**src/rtl/unsat_clause_picker.sv**
```systemverilog
// Scans a snapshot of per-clause satisfied flags one clause per cycle from an
// LFSR-chosen (or zero) offset and reports the first unsatisfied clause found.
module unsat_clause_picker #(
  parameter int          NUMBER_OF_CLAUSES                  = 2,
  parameter int          MAXIMUM_BIT_WIDTH_OF_CLAUSES_INDEX = 1,
  parameter logic [15:0] LFSR_SEED                          = 16'hACE1
) (
  input  logic                                          clk,
  input  logic                                          reset,
  input  logic                                          in_start,
  input  logic                                          in_setting,
  input  logic [NUMBER_OF_CLAUSES-1:0]                  in_clause_satisfied,
  output logic                                          out_busy,
  output logic                                          out_done,
  output logic [MAXIMUM_BIT_WIDTH_OF_CLAUSES_INDEX-1:0] out_clause_index,
  output logic                                          out_clause_satisfied
);
  localparam int N = NUMBER_OF_CLAUSES;
  localparam int W = MAXIMUM_BIT_WIDTH_OF_CLAUSES_INDEX;

  typedef enum logic [1:0] {IDLE, SCAN, DONE} state_t;

  state_t         state, state_nxt;
  logic [15:0]    lfsr;
  logic           fb;
  logic [N-1:0]   snap, snap_nxt;
  logic [W-1:0]   ptr, ptr_nxt, cnt, cnt_nxt;
  logic [W-1:0]   idx_nxt, r, rand_ptr;
  logic           sat_nxt;

  assign fb = lfsr[15] ^ lfsr[13] ^ lfsr[12] ^ lfsr[10];

  // r < 2N, so a single conditional subtraction folds it into [0, N)
  assign r        = lfsr[W-1:0];
  assign rand_ptr = ({1'b0, r} >= (W+1)'(N)) ? r - W'(N) : r;

  assign out_busy = (state != IDLE);
  assign out_done = (state == DONE);

  always_comb begin
    state_nxt = state;
    snap_nxt  = snap;
    ptr_nxt   = ptr;
    cnt_nxt   = cnt;
    idx_nxt   = out_clause_index;
    sat_nxt   = out_clause_satisfied;
    case (state)
      IDLE: begin
        if (in_start) begin
          snap_nxt  = in_clause_satisfied;
          ptr_nxt   = in_setting ? '0 : rand_ptr;
          cnt_nxt   = '0;
          state_nxt = SCAN;
        end
      end
      SCAN: begin
        if (!snap[ptr]) begin
          idx_nxt   = ptr;
          sat_nxt   = 1'b0;
          state_nxt = DONE;
        end else if (cnt == W'(N-1)) begin
          idx_nxt   = '0;
          sat_nxt   = 1'b1;
          state_nxt = DONE;
        end else begin
          ptr_nxt = (ptr == W'(N-1)) ? '0 : ptr + W'(1);
          cnt_nxt = cnt + W'(1);
        end
      end
      DONE:    state_nxt = IDLE;
      default: state_nxt = IDLE;
    endcase
  end

  always_ff @(posedge clk) begin
    if (reset) begin
      state                <= IDLE;
      lfsr                 <= LFSR_SEED;
      snap                 <= '0;
      ptr                  <= '0;
      cnt                  <= '0;
      out_clause_index     <= '0;
      out_clause_satisfied <= 1'b0;
    end else begin
      state                <= state_nxt;
      lfsr                 <= {lfsr[14:0], fb};
      snap                 <= snap_nxt;
      ptr                  <= ptr_nxt;
      cnt                  <= cnt_nxt;
      out_clause_index     <= idx_nxt;
      out_clause_satisfied <= sat_nxt;
    end
  end
endmodule

```
**config.mk**
```make
export PLATFORM = sky130hd
export DESIGN_NAME = unsat_clause_picker
export DESIGN_NICKNAME = d
export VERILOG_FILES = /design/src/rtl/unsat_clause_picker.sv
export SDC_FILE = /design/constraint.sdc
export NUM_CORES = 1
export LEC_CHECK = 0
export CAP_MARGIN = 20
export CORE_AREA = 4 4 44 46
export DETAILED_ROUTE_END_ITERATION = 10
export DIE_AREA = 0 0 48 50
export GPL_TIMING_DRIVEN = 1
export PLACE_DENSITY = 0.76
export SLEW_MARGIN = 20
export SYNTH_ARGS = -nofsm -noshare
export SYNTH_HDL_FRONTEND = slang
export SYNTH_SLANG_ARGS = --single-unit
```
**constraint.sdc**
```tcl
create_clock -name clk -period 2.8 [get_ports clk]
set_clock_uncertainty 0.1 [all_clocks]
set_input_delay 0.42 -clock clk [delete_from_list [all_inputs] [get_ports clk]]
set_output_delay 0.42 -clock clk [all_outputs]
set_load 0.005 [all_outputs]
```
==> Table 3: Implementation characteristics, run 1 <==
Physical implementation characteristics

Parameter                              Value

Run status
  Outcome    complete, no violations

Floorplan
  Area inside the core boundary    ~0.0015 mm²
  Die Size    0.002400 mm²
  I/O pin count    10
  Cell row count    14
  FP Core Util    around 55%

Timing
  Number of pins with negative max-slew slack in the final report    0
  Tightest hold margin    between 0.3 and 0.4 ns
  Worst Tran Pin Value    around 0.74 ns
  Max-slew headroom    a little over 50%
  Max Fclk    0.5012 GHz
  Setup TNS    0 ns
  Number of failing hold endpoints at the final stage    0
  Final worst path period need    between 1.5 and 2 ns
  Unrepaired setup endpoints after global routing    false
  Count of final setup violators    0
  Final period utilization    around 71%

Drt
  Iteration-0 DRC Markers    17
  First-pass DRT Iterations    4
  Number of antenna-violating nets in the routed design    0
  Avg Vias per Cell    around 5.0
  DRC violation count after routing    0
  Routed wire length    ~1200 µm

Logic synthesis
  XOR/XNOR Area Share    between 3 and 4%
  Unique cell type count in the Yosys netlist    20
  Number of nets at floorplan    85
  Post-synthesis sequential element count    24
  Top logic cell family in the synthesized netlist    simple AND/OR/NAND/NOR gates
  Adder Share, Synth    0%
  And+or+nand+nor area frac    23.67%
  Total number of yosys warnings    0
  Count of instantiated cells in the yosys netlist    79
  Syn avg cell area    10.44 µm²
  Post-synthesis sequential area ratio    between 50% and 60%
  Chip Area, Yosys    ~820 µm²
  Mux share    under 10%
  Post-Synthesis Cell Area    824.5 µm²
  Cells after synthesis    79
  Area share of and-or/or-and cells after synthesis    between 6 and 7%

Clock network
  Maximum root-to-sink buffer count    2
  Clock Sink Count    24
  Register clock-pin slew on the reported worst setup and hold paths    around 0.13 ns
  Total of cells resized after clock tree synthesis    0
  Clock tree from TritonCTS    done
  Number of buffers inserted by post-CTS setup repair    0
  Clock tree root driver cell    sky130_fd_sc_hd__clkbuf_4
  Cts-stage hold buffer count    0
  Clock latency reported for the late side of the worst-skew pair    0.31 ns
  CTS H-tree depth    1
  Clock buffer count from CTS    3

Placed design
  Post-detailed-placement half-perimeter wirelength    between 800 and 900 µm
  Standard cell area after detailed placement    927.1 µm²
  Placer Congestion    about 0.7

GRT
  Global route overflow    0
  Vias in the first global route    497
  Initial antenna violation count    0
  GRT Overall Usage    roughly 13%
  First-pass GRT wire length    roughly 2200 µm
  Largest net degree at the start of global routing    25

Pwr
  Static leakage    roughly 0.39 nW
  P per Cell Area    about 700 mW/mm²
  IR drop worst, VDD    about 0.00037 V
  Tot Pwr    0.0006842 W

Hold path
  Hold WC Path Type    flip-flop to flip-flop

Worst setup path
  Data required time of the critical path    about 2.3 ns
  Worst setup SP type    flip-flop
  Highest net fanout along the worst path    7
  Slowest CP cell    sky130_fd_sc_hd__clkdlybuf4s50_1
  Slowest Stage Delay on Critical Path    around 0.50 ns
  Crit path DAT    1.48 ns
  Worst setup EP type    output port
  Worst Setup Path Type    flip-flop to output port
  Ordered cell list for the critical path    inv_1 > nor2_1 > clkdlybuf4s50_1

Layout
  Number of nets in the layout    between 90 and 100
  Layout cells sized above 1    6.667%
  Growth of design area from synthesis to finish    18.82%
  Final non-filler cell area    just under 0.001 mm²
  Antenna Diode Count    0

Run
  Max-cap check violation count    0
  Log Warnings    26
run 1: power by group:
| group | leakage, nW | internal (W) | switching, W |
|---|---|---|---|
| combinational | 0.164 | 0.0000367 | 0.0000271 |
| sequential | 0.199 | 0.000364 | 0.0000137 |
| clock | 0.0279 | 0.000145 | 0.0000983 |
run 1: cell usage after synthesis (all sizes together):
| library cell | instances | area (µm²) |
|---|---|---|
| dfxtp | 24 | 480.5 |
| nor2b | 11 | 68.82 |
| or2 | 8 | 50.05 |
| nor2 | 7 | 26.28 |
| inv | 4 | 15.01 |
| a21oi | 3 | 15.01 |
| a32o | 3 | 30.03 |
| mux2i | 3 | 30.03 |
| nor3 | 3 | 15.01 |
| clkbuf | 2 | 7.510 |
| o21ai | 2 | 10.00 |
| xor2 | 2 | 17.52 |
| mux2 | 1 | 15.01 |
| nand2 | 1 | 3.750 |
| nand2b | 1 | 6.260 |
| nor3b | 1 | 12.51 |
| nor4 | 1 | 6.260 |
| or3 | 1 | 6.260 |
| xnor2 | 1 | 8.760 |
run 1: cell usage in the layout (no fill, tap or decap), types with 2 or more instances in the layout:
master	instances
sky130_fd_sc_hd__dfxtp_1	24
sky130_fd_sc_hd__nor2b_1	11
sky130_fd_sc_hd__clkdlybuf4s50_1	9
sky130_fd_sc_hd__or2_1	8
sky130_fd_sc_hd__nor2_1	7
sky130_fd_sc_hd__inv_1	4
sky130_fd_sc_hd__a21oi_1	3
sky130_fd_sc_hd__nor3_1	3
sky130_fd_sc_hd__mux2i_1	3
sky130_fd_sc_hd__a32o_1	3
sky130_fd_sc_hd__clkbuf_4	3
sky130_fd_sc_hd__xor2_1	2
run 1: critical path, delay by kind of cell (launching register included):
kind | cells | cell delay [ns]
buffers and inverters | 2 | 0.59
flip-flops | 1 | 0.49
AND/OR/NAND/NOR | 1 | 0.09
run 1: per-layer routing:
layer	vias up	share of wire, %	GRT usage, %
li1	283	-	-
met4	0	0.32	8.072
met1	239	55	19.02
met3	2	3.0	3.273
met2	7	42	16.08
met5	-	0	0
run 1: sequential cells by signal, summed over array words and instances, names as in the netlist:
register / cells
snap: 2
ptr: 1
out_clause_satisfied: 1
state: 2
cnt: 1
lfsr: 16
out_clause_index: 1
run 1: metrics by stage:
stage / std cells / worst slack (ns)
CTS: 106 / 0.8100
global placement: 102 / 0.8346
detailed placement: 102 / 0.7910
floorplan: 79 / 1.493
finish: 106 / 0.8048
global route: 106 / 0.7261
run 1: path summary, 6_finish.rpt:
path	startpoint	cells past startpoint	end	slack, ns
worst max-delay path	state[1]	3	out_done	0.80
worst min-delay path	lfsr[14]	1	lfsr[15]	0.32
worst min register to register	lfsr[14]	1	lfsr[15]	0.32
worst max register to register	ptr	3	ptr	1.38
run 1: final cells by class:
cell class	count	area [µm²]
Multi-Input combinational cell	49	321.6
Clock buffer	3	22.52
Timing Repair Buffer	9	90.09
Inverter	4	15.01
Clock inverter	1	30.03
Fill cell	127	526.8
Sequential cell	24	480.5
Tap cell	16	20.02
### Wiring by layer, run 1

Only two layers are drawn.
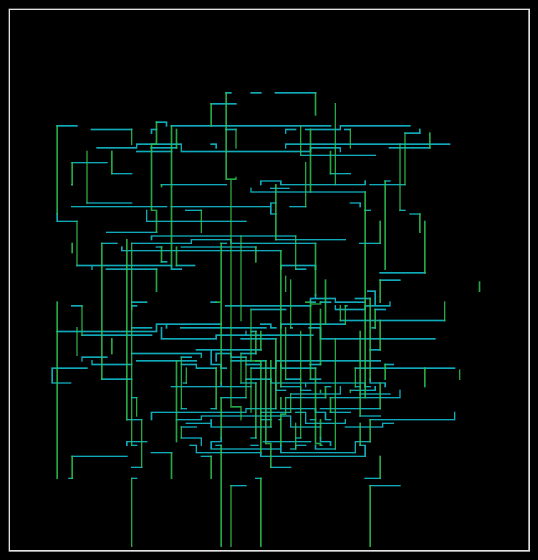
[green] met2 | wire length: 521 µm
[cyan] met1 | wire length: 679 µm
detailed-route via count: 531
DR WL/cell: 11.71 µm

### I/O pins on the die edge, run 1

Pins as bars across the die edge, other pins in gray.
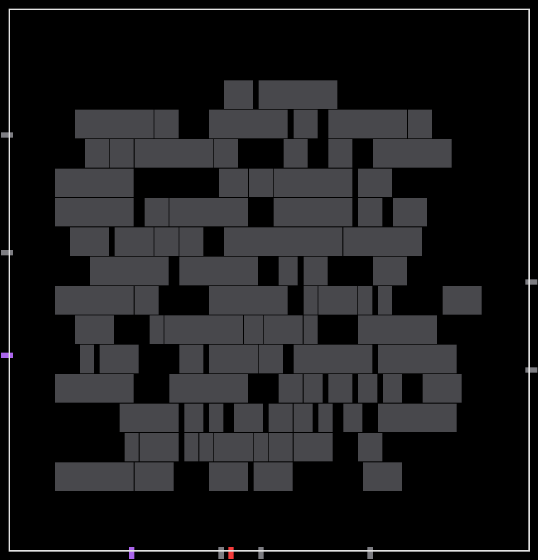
[purple] in_clause_satisfied | pins: 2 | direction: input | edge: 1 west, 1 south
[red] out_done | pins: 1 | direction: output | edge: south
all pins by edge: 5 south, 3 west, 2 east
height of the chip: 50 µm
I/O Buffers: 9
Die X-Extent: 48 µm

### Where the registers sit, run 1

The bar under the picture is 10 µm long. Other sequential cells in the stronger gray, the rest of the logic in the fainter gray.
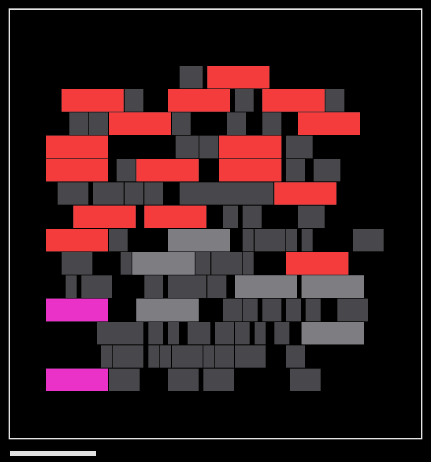
[magenta] snap | flops: 2
[red] lfsr | flops: 16
seq pwr: 0.000377 W
Util after Layout: 65.03%
share of the final layout cell area in sequential cells: 49.04%
area taken by flip-flops and latches: 480.5 µm²

### Logic cells by family, run 1

The bar under the picture is 10 µm long.
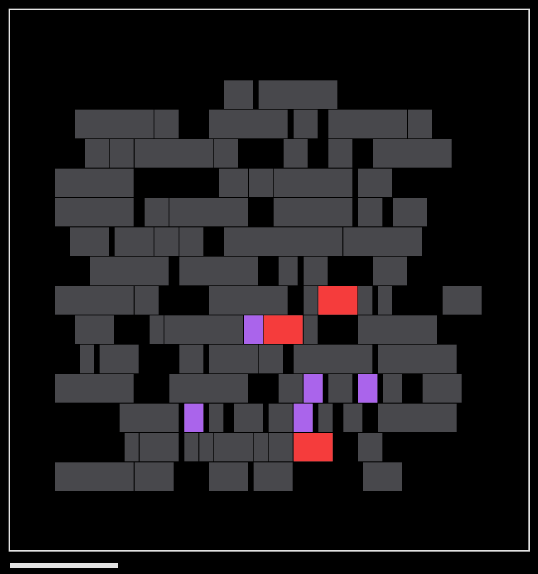

==> run 2: changes to the inputs <==
--- a/config.mk
+++ b/config.mk
@@ -6,11 +6,11 @@
 export NUM_CORES = 1
 export LEC_CHECK = 0
 export CAP_MARGIN = 20
-export CORE_AREA = 4 4 44 46
+export CORE_AREA = 4 4 48 50
 export DETAILED_ROUTE_END_ITERATION = 10
-export DIE_AREA = 0 0 48 50
+export DIE_AREA = 0 0 52 54
 export GPL_TIMING_DRIVEN = 1
-export PLACE_DENSITY = 0.76
+export PLACE_DENSITY = 0.67
 export SLEW_MARGIN = 20
 export SYNTH_ARGS = -nofsm -noshare
 export SYNTH_HDL_FRONTEND = slang
==> constraint.sdc (replaced) <==
create_clock -name clk -period 1.6 [get_ports clk]
set_clock_uncertainty 0.1 [all_clocks]
set_input_delay 0.24 -clock clk [delete_from_list [all_inputs] [get_ports clk]]
set_output_delay 0.24 -clock clk [all_outputs]
set_load 0.005 [all_outputs]
### Logic cells by family, run 2

The bar under the picture is 20 µm long.
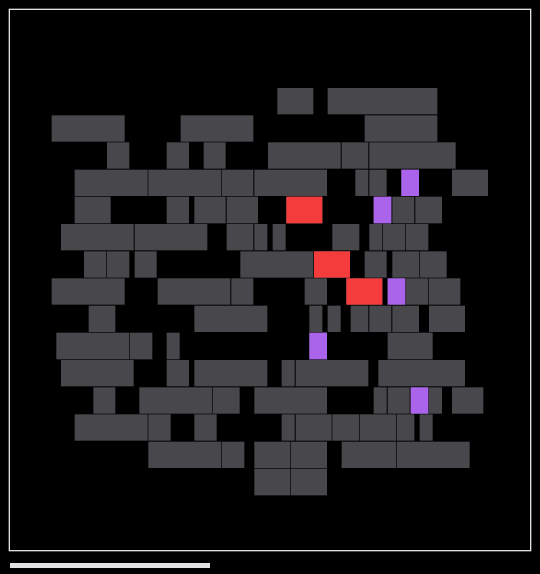
[red] AND-OR and OR-AND gates | cells: 3 | most used: a32o_1
[purple] inverting AOI/OAI gates | cells: 5 | most used: a21oi_1 | where: east
Commonest Layout Cell: sky130_fd_sc_hd__dfxtp_1
final instance count without filler cells: 124
fraction of area in multi-input gates: 30.60%

### I/O pins on the die edge, run 2

Pins as bars across the die edge, other pins in gray.
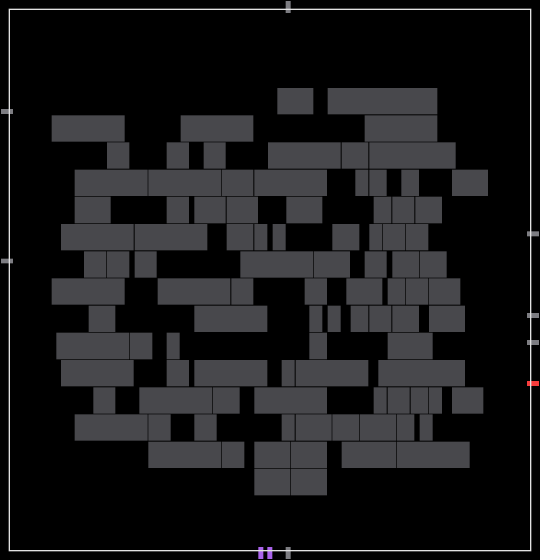
height of the chip: 54 µm
Die X-Extent: 52 µm

==> run 2 against run 1 <==
Sequential cell count did not move. Sequential share of layout area fell by 2.6 points. Count of clock-buffer cells in the layout did not move. Combinational power rose by 100%. Die area rose by 17%. Final cell count rose by 17%. Power rose by 77%. Register-to-register slack got worse by 1.3 ns. Cell area rose by 7.3%. First-iteration DRC count fell by 82%. Worst hold slack improved by 0.0018 ns. Non-clock buffer count rose by 7. Largest cell class unchanged.
==> Table 3: Implementation characteristics, run 2 <==
Physical implementation characteristics

Parameter                              Value

Logic synthesis
  Post-synthesis sequential area ratio    58.27% (unchanged)
  Count of instantiated cells in the yosys netlist    79 (unchanged)
  Number of nets at floorplan    85 (unchanged)
  Syn avg cell area    10.44 µm² (unchanged)
  Biggest area contributors in the synthesized netlist    sky130_fd_sc_hd__dfxtp_1 58%, sky130_fd_sc_hd__nor2b_1 8.3%, sky130_fd_sc_hd__or2_1 6.1%
  Synth cell count leaders    24 x sky130_fd_sc_hd__dfxtp_1, 11 x sky130_fd_sc_hd__nor2b_1, 8 x sky130_fd_sc_hd__or2_1
  Library cell occupying the most area in the post-synthesis netlist    sky130_fd_sc_hd__dfxtp_1
  Cells after synthesis    79 (unchanged)
  Total number of yosys warnings    0 (unchanged)
  Share of the synthesized area in the top cell type    58.27% (unchanged)
  Number of enable-type register cells in the synthesized netlist    0 (unchanged)
  Post-Synthesis Cell Area    824.5 µm² (unchanged)
  Chip Area, Yosys    824.5 µm² (unchanged)
  Unique cell type count in the Yosys netlist    20 (unchanged)
  Cell with the most instances after synthesis    sky130_fd_sc_hd__dfxtp_1
  Post-synthesis sequential element count    24 (unchanged)
  Top flip-flop cell by instance count after synthesis    sky130_fd_sc_hd__dfxtp_1
  Synth async-reset ratio    0% (unchanged)

Worst setup path
  Worst path bufs/invs    1 (-1)
  Worst reg2reg startpoint    state[0]
  Cell family with most CP delay    buffers and inverters
  Launching instance or port of the critical path    out_clause_index
  Data required time of the critical path    1.26 ns (-1.02 ns)
  Slowest CP cell    sky130_fd_sc_hd__clkdlybuf4s50_1
  Slowest Stage Delay on Critical Path    0.50 ns (about the same)
  Highest net fanout along the worst path    2 (-5)
  Worst Setup Path Type    flip-flop to output port
  Crit path DAT    1.17 ns (-0.31 ns)
  Worst setup SP type    flip-flop
  Worst setup EP type    output port
  Ordered cell list for the critical path    clkdlybuf4s50_1

Drt
  Iteration-0 DRC Markers    3 (-14)
  Detailed-route via count    554 (+4.3%)
  Routed wire length    1334 µm (+7.5%)
  Number of antenna-violating nets in the routed design    0 (unchanged)
  First-pass DRT Iterations    2 (-2)
  DRC violation count after routing    0 (unchanged)
  Avg Vias per Cell    4.468 (-11%)
  DR WL/cell    10.76 µm (-8.1%)

Run status
  Outcome    complete, no violations

Timing
  Unrepaired setup endpoints after global routing    false
  Worst Tran Pin Value    0.3788 ns (-0.3635 ns)
  Max-slew headroom    74.67% (+24 points)
  Final worst path period need    between 1.5 and 2 ns
  Tightest hold margin    0.3215 ns (+0.001762 ns)
  Max Fclk    0.6617 GHz
  Setup TNS    0 ns (unchanged)
  Count of final setup violators    0 (unchanged)
  Number of failing hold endpoints at the final stage    0 (unchanged)
  Final period utilization    between 90% and 100%
  Number of pins with negative max-slew slack in the final report    0 (unchanged)

GRT
  Global-route met3 utilization    4.986% (+1.7 points)
  Vias in the first global route    541 (+8.9%)
  First-pass GRT wire length    2263 µm (+3.5%)
  Met1 layer usage reported by global route    11.47% (-7.5 points)
  GRT Overall Usage    11.41% (-1.5 points)
  GR met2 Demand/Resource    20.92% (+4.8 points)
  Largest net degree at the start of global routing    15 (-40%)
  Initial antenna violation count    0 (unchanged)
  Global route overflow    0 (unchanged)
  Busiest layer in global routing    met2

Layout
  Area taken by flip-flops and latches    488.0 µm² (+1.6%)
  Number of flip-flops under the largest register name    16 (unchanged)
  Antenna Diode Count    0 (unchanged)
  Number of fillers in the final layout    172 (+35%)
  Growth of design area from synthesis to finish    27.47%
  Area of combinational cells with multiple inputs    321.6 µm² (unchanged)
  Most numerous logic cells after layout    22 x sky130_fd_sc_hd__dfxtp_1, 11 x sky130_fd_sc_hd__nor2b_1, 8 x sky130_fd_sc_hd__or2_1
  Layout cells sized above 1    15.46% (+8.8 points)
  Largest registers in the final layout    lfsr x16, snap x2, state x2
  Number of nets in the layout    104 (+7.2%)
  Register with the most flip-flops    lfsr

Floorplan
  Cell row count    16 (+2)
  FP Core Util    43.36% (-11 points)
  I/O pin count    10 (unchanged)
  Die Size    0.002808 mm² (+17%)
  Area inside the core boundary    0.001902 mm² (+26%)

Placed design
  I/O Buffers    9 (unchanged)
  Post-detailed-placement half-perimeter wirelength    930.1 µm (+8.1%)
  Placer Congestion    0.7179 (+2.1%)

Clock network
  Register clock-pin slew on the reported worst setup and hold paths    0.13 ns (about the same)
  Clock tree root driver cell    sky130_fd_sc_hd__clkbuf_4
  Clock tree from TritonCTS    done
  Maximum root-to-sink buffer count    2 (unchanged)
  Clock Sink Count    24 (unchanged)
  Clock buffer count from CTS    3 (unchanged)
  Clock latency reported for the late side of the worst-skew pair    0.31 ns (about the same)
  CTS H-tree depth    1 (unchanged)

Hold path
  Hold Crit Start    lfsr[14]
  Hold WC Path Type    flip-flop to flip-flop

Run
  Max-cap check violation count    0 (unchanged)
  Log Warnings    26 (unchanged)

Pwr
  Static leakage    0.4347 nW (+11%)
  IR drop worst, VDD    0.0007932 V (+110%)
  P per Cell Area    1152 mW/mm² (+65%)
## run 2: cell families (layout without fill, tap and decap cells)
kind of cell | count (synthesis) | count (layout) | synth area share, %
flip-flops | 24 | 24 | 58.27
multiplexers | 4 | 4 | 5.462
AND-OR/OR-AND | 8 | 8 | 6.675
XOR/XNOR | 3 | 3 | 3.187
AND/OR/NAND/NOR | 34 | 34 | 23.67
buffers and inverters | 6 | 24 | 2.731
## run 2: per-layer routing
metal  wire, µm  vias up
met5          0        -
met4         10        0
met3         69        2
met2        671        8
met1        583      251
li1           -      293
## run 2: cell type report
cell class | instances | area share [%]
flip-flops and latches | 24 | 46.43
repair buffers | 16 | 13.33
clock buffers | 3 | 2.143
multi-input cells | 49 | 30.60
well taps | 27 | 3.214
clock inverters | 1 | 2.857
inverters | 4 | 1.429
## run 2: per-stage QoR
stage	setup WS [ns]	cell area [µm²]	util, %	cells	total power (W)
after floorplan	0.2927	824.5	-	79	0.0007446
after global placement	0.01686	963.4	50.66	116	0.0007898
after detailed placement	0.005693	963.4	50.66	116	0.0007914
after CTS	0.06096	1051	55.26	124	0.001234
after global routing	0.02603	1051	55.26	124	0.001273
final	0.08873	1051	55.26	124	0.001210
## run 2: final timing paths
path | cells after the start | end | slack (ns)
setup / recovery | 1 | out_clause_index | 0.09
hold / removal | 1 | lfsr[15] | 0.32
setup reg to reg | 5 | ptr | 0.13
hold reg to reg | 1 | lfsr[15] | 0.32
## run 2: what timing repair did
| action | in CTS | in global routing |
|---|---|---|
| hold buffers | 0 | 0 |
| buffers inserted | 4 | 0 |
| resized | 6 | 0 |
| endpoints found under the setup margin | 2 | 0 |
| hold endpoints to repair | 0 | 0 |
## run 2: power by group
| group | total, W | switching (W) | internal, W |
|---|---|---|---|
| clock network | 0.000428 | 0.000175 | 0.000253 |
| registers | 0.000654 | 0.0000191 | 0.000635 |
| logic | 0.000128 | 0.0000524 | 0.0000753 |
| total | 0.00121 | 0.000246 | 0.000964 |
### Wiring by layer, run 2

Only two layers are drawn.
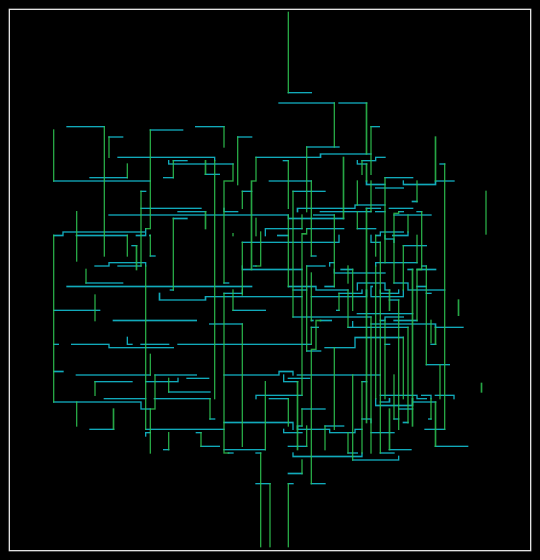

==> run 3: changes to the inputs <==
--- a/config.mk
+++ b/config.mk
@@ -6,12 +6,15 @@
 export NUM_CORES = 1
 export LEC_CHECK = 0
 export CAP_MARGIN = 20
-export CORE_AREA = 4 4 48 50
+export CELL_PAD_IN_SITES_DETAIL_PLACEMENT = 1
+export CELL_PAD_IN_SITES_GLOBAL_PLACEMENT = 1
+export CORE_AREA = 4 4 53 55
 export DETAILED_ROUTE_END_ITERATION = 10
-export DIE_AREA = 0 0 52 54
+export DIE_AREA = 0 0 57 59
 export GPL_TIMING_DRIVEN = 1
-export PLACE_DENSITY = 0.67
+export PLACE_DENSITY_LB_ADDON = 0.1
 export SLEW_MARGIN = 20
 export SYNTH_ARGS = -nofsm -noshare
 export SYNTH_HDL_FRONTEND = slang
 export SYNTH_SLANG_ARGS = --single-unit
+export TNS_END_PERCENT = 30
### Wiring by layer, run 3

Only two layers are drawn.
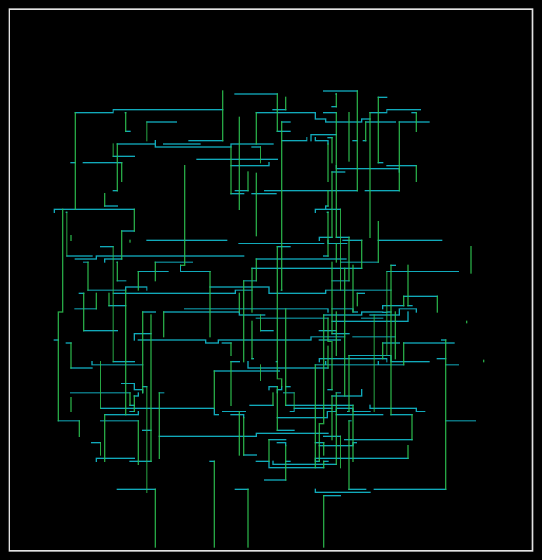
[green] met2 | wire length: 656 µm
[cyan] met1 | wire length: 701 µm
routed wire length: 1437 µm
detailed-route via count: 575
GRT Overall Usage: 10.57%
DR WL/cell: 11.31 µm

### I/O pins on the die edge, run 3

Pins as bars across the die edge, other pins in gray.
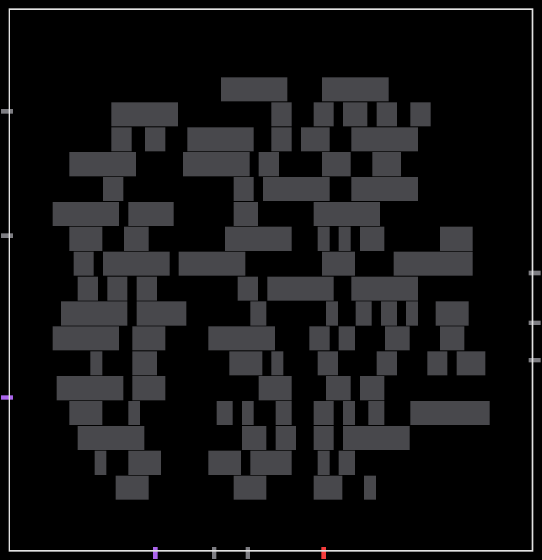
[purple] in_clause_satisfied | pins: 2 | direction: input | edge: 1 west, 1 south
[red] out_done | pins: 1 | direction: output | edge: south
height of the chip: 59 µm
Die X-Extent: 57 µm

==> run 3 against run 2 <==
Critical path depth unchanged. Cell area decreased by 1.2%. Sequential share of layout area grew 0.56 points. Largest power group unchanged. Largest cell class unchanged.
==> Table 3: Implementation characteristics, run 3 <==
Physical implementation characteristics

Parameter                              Value

Run status
  Outcome    complete, no violations

Layout
  Number of flip-flops under the largest register name    16 (unchanged)
  Largest registers in the final layout    lfsr x16, snap x2, state x2
  Area taken by flip-flops and latches    488.0 µm² (unchanged)
  Layout cells sized above 1    15.46% (unchanged)
  Growth of design area from synthesis to finish    25.95%
  Final non-filler cell area    0.001039 mm² (-1.2%)
  Register with the most flip-flops    lfsr
  Antenna Diode Count    0 (unchanged)
  Number of nets in the layout    104 (unchanged)
  Most numerous logic cells after layout    22 x sky130_fd_sc_hd__dfxtp_1, 11 x sky130_fd_sc_hd__nor2b_1, 8 x sky130_fd_sc_hd__or2_1
  Number of fillers in the final layout    296 (+72%)
  Area of combinational cells with multiple inputs    321.6 µm² (unchanged)
  Commonest Layout Cell    sky130_fd_sc_hd__dfxtp_1

Worst setup path
  Ordered cell list for the critical path    clkdlybuf4s50_1
  Worst reg-to-reg path cell count    4 (-1)
  Data required time of the critical path    1.26 ns (about the same)
  Crit path DAT    1.16 ns (about the same)
  Endpoint of the most critical register-to-register path    ptr
  Minimum setup slack among reg-to-reg paths    0.18 ns (+0.05 ns)
  Highest net fanout along the worst path    2 (unchanged)
  Worst reg2reg startpoint    state[1]
  Worst path bufs/invs    1 (unchanged)
  Slowest CP cell    sky130_fd_sc_hd__clkdlybuf4s50_1
  Cell family with most CP delay    buffers and inverters
  Slowest Stage Delay on Critical Path    0.50 ns (about the same)
  Worst setup EP type    output port
  Worst Setup Path Type    flip-flop to output port
  Worst setup SP type    flip-flop

Timing
  Worst Tran Pin Value    0.2777 ns (-0.1011 ns)
  Final period utilization    93.87% (-0.58 points)
  Setup TNS    0 ns (unchanged)
  Number of failing hold endpoints at the final stage    0 (unchanged)
  Unrepaired setup endpoints after global routing    false
  Max Fclk    0.6658 GHz (+0.62%)
  Max-slew headroom    81.43% (+6.8 points)
  Count of final setup violators    0 (unchanged)
  Final worst path period need    1.502 ns (-0.009318 ns)
  Number of pins with negative max-slew slack in the final report    0 (unchanged)

Run
  Log Warnings    26 (unchanged)
  Max-cap check violation count    0 (unchanged)

Drt
  DRC violation count after routing    0 (unchanged)
  First-pass DRT Iterations    3 (+1)
  Iteration-0 DRC Markers    7 (+4)
  Number of antenna-violating nets in the routed design    0 (unchanged)
  Avg Vias per Cell    4.528 (+1.3%)

Logic synthesis
  Syn avg cell area    10.44 µm² (unchanged)
  Unique cell type count in the Yosys netlist    20 (unchanged)
  Cells after synthesis    79 (unchanged)
  Library cell occupying the most area in the post-synthesis netlist    sky130_fd_sc_hd__dfxtp_1
  Biggest area contributors in the synthesized netlist    sky130_fd_sc_hd__dfxtp_1 58%, sky130_fd_sc_hd__nor2b_1 8.3%, sky130_fd_sc_hd__or2_1 6.1%
  Post-Synthesis Cell Area    824.5 µm² (unchanged)
  Top flip-flop cell by instance count after synthesis    sky130_fd_sc_hd__dfxtp_1
  Synth async-reset ratio    0% (unchanged)
  Number of enable-type register cells in the synthesized netlist    0 (unchanged)
  Count of instantiated cells in the yosys netlist    79 (unchanged)
  Share of the synthesized area in the top cell type    58.27% (unchanged)
  Chip Area, Yosys    824.5 µm² (unchanged)
  Cell with the most instances after synthesis    sky130_fd_sc_hd__dfxtp_1
  Synth cell count leaders    24 x sky130_fd_sc_hd__dfxtp_1, 11 x sky130_fd_sc_hd__nor2b_1, 8 x sky130_fd_sc_hd__or2_1
  Post-synthesis sequential area ratio    58.27% (unchanged)
  Total number of yosys warnings    0 (unchanged)
  Post-synthesis sequential element count    24 (unchanged)
  Number of nets at floorplan    85 (unchanged)

Floorplan
  Cell row count    18 (+2)
  I/O pin count    10 (unchanged)
  Die Size    0.003363 mm² (+20%)
  FP Core Util    34.54% (-8.8 points)
  Area inside the core boundary    0.002387 mm² (+26%)

Hold path
  Hold worst-path end    lfsr[7]
  Hold WC Path Type    flip-flop to flip-flop
  Hold Crit Start    lfsr[6]
  Number of cells on the worst hold path    1 (unchanged)

Clock network
  Clock Sink Count    24 (unchanged)
  Clock latency reported for the late side of the worst-skew pair    0.31 ns (about the same)
  CTS H-tree depth    1 (unchanged)
  Clock tree from TritonCTS    done
  Cts-stage hold buffer count    0 (unchanged)
  Maximum root-to-sink buffer count    2 (unchanged)
  Clock tree root driver cell    sky130_fd_sc_hd__clkbuf_4
  Clock buffer count from CTS    3 (unchanged)
  Register clock-pin slew on the reported worst setup and hold paths    0.12 ns (about the same)

GRT
  Vias in the first global route    587 (+8.5%)
  Global route overflow    0 (unchanged)
  Initial antenna violation count    0 (unchanged)
  First-pass GRT wire length    2684 µm (+19%)
  Largest net degree at the start of global routing    14 (-1)

Placed design
  Post-detailed-placement half-perimeter wirelength    1111 µm (+19%)
  Placer Congestion    0.7082 (-1.4%)
  Standard cell area after detailed placement    982.2 µm² (+1.9%)
  I/O Buffers    9 (unchanged)

Pwr
  P per Cell Area    1051 mW/mm² (-8.7%)
  Static leakage    0.4275 nW (-1.7%)
  IR drop worst, VDD    0.0009211 V (+16%)
==> run 3: netlist changes by cell type in the layout (fill, tap and decap cells not counted), sizes merged <==
cell / change
bufinv: -1
clkbuf: +1
==> run 3: power by group <==
part           switching [W]  total (W)  leakage [nW]  internal, W
clock network       0.000169   0.000308        0.0210     0.000139
logic              0.0000552   0.000129         0.206    0.0000743
registers          0.0000185   0.000654         0.200     0.000635
==> run 3: layout make-up <==
| type | instances | share of cell area [%] |
|---|---|---|
| inverters | 4 | 1.446 |
| well taps | 30 | 3.614 |
| multi-input cells | 49 | 30.96 |
| flip-flops and latches | 24 | 46.99 |
| clock buffers | 4 | 3.494 |
| repair buffers | 16 | 13.49 |
==> run 3: what timing repair did <==
| action | CTS | global route |
|---|---|---|
| buffers inserted | 2 | 0 |
| resized | 6 | 0 |
| setup endpoints to repair | 2 | 0 |
==> run 3: worst max path at each step <==
| stage | start | slack, ns | to | depth (start not counted) |
|---|---|---|---|---|
| 2_1_floorplan | ptr | 0.29 | ptr | 3 |
| 3_3_place_gp | reset | 0.09 | lfsr[6] | 3 |
| 3_5_place_dp | reset | 0.11 | lfsr[15] | 3 |
| 4_1_cts | out_clause_index | 0.06 | out_clause_index | 1 |
| 5_1_grt | state[0] | 0.02 | out_busy | 2 |
| 6_report | out_clause_index | 0.1 | out_clause_index | 1 |
==> run 3: kinds of logic (layout without fill, tap and decap cells) <==
| kind of cell | Yosys count | after routing | share of synthesized area, % |
|---|---|---|---|
| simple gates | 34 | 34 | 23.67 |
| compound gates | 8 | 8 | 6.675 |
| flops | 24 | 24 | 58.27 |
| mux | 4 | 4 | 5.462 |
| buf+inv | 6 | 24 | 2.731 |
| xor+xnor | 3 | 3 | 3.187 |
==> run 3: stage by stage <==
| step | std cells | hold slack [ns] | setup WS [ns] | total power [W] | util [%] |
|---|---|---|---|---|---|
| final | 127 | 0.3204 | 0.09805 | 0.001091 | 43.50 |
| after global routing | 127 | 0.3430 | 0.01953 | 0.001174 | 43.50 |
| after CTS | 127 | 0.3256 | 0.05906 | 0.001121 | 43.50 |
| after detailed placement | 121 | 0.2937 | 0.1097 | 0.0008002 | 41.14 |
| after global placement | 121 | 0.2876 | 0.09295 | 0.0007977 | 41.14 |
| after floorplan | 79 | 0.2116 | 0.2927 | 0.0007446 | - |
==> run 3: layer usage <==
metal | GRT usage, % | wire (µm)
met5 | 0 | 0
met4 | 2.980 | 0
met3 | 4.575 | 81
met2 | 15.82 | 655
met1 | 13.94 | 700
Power is estimated from default activity; no workload was simulated.
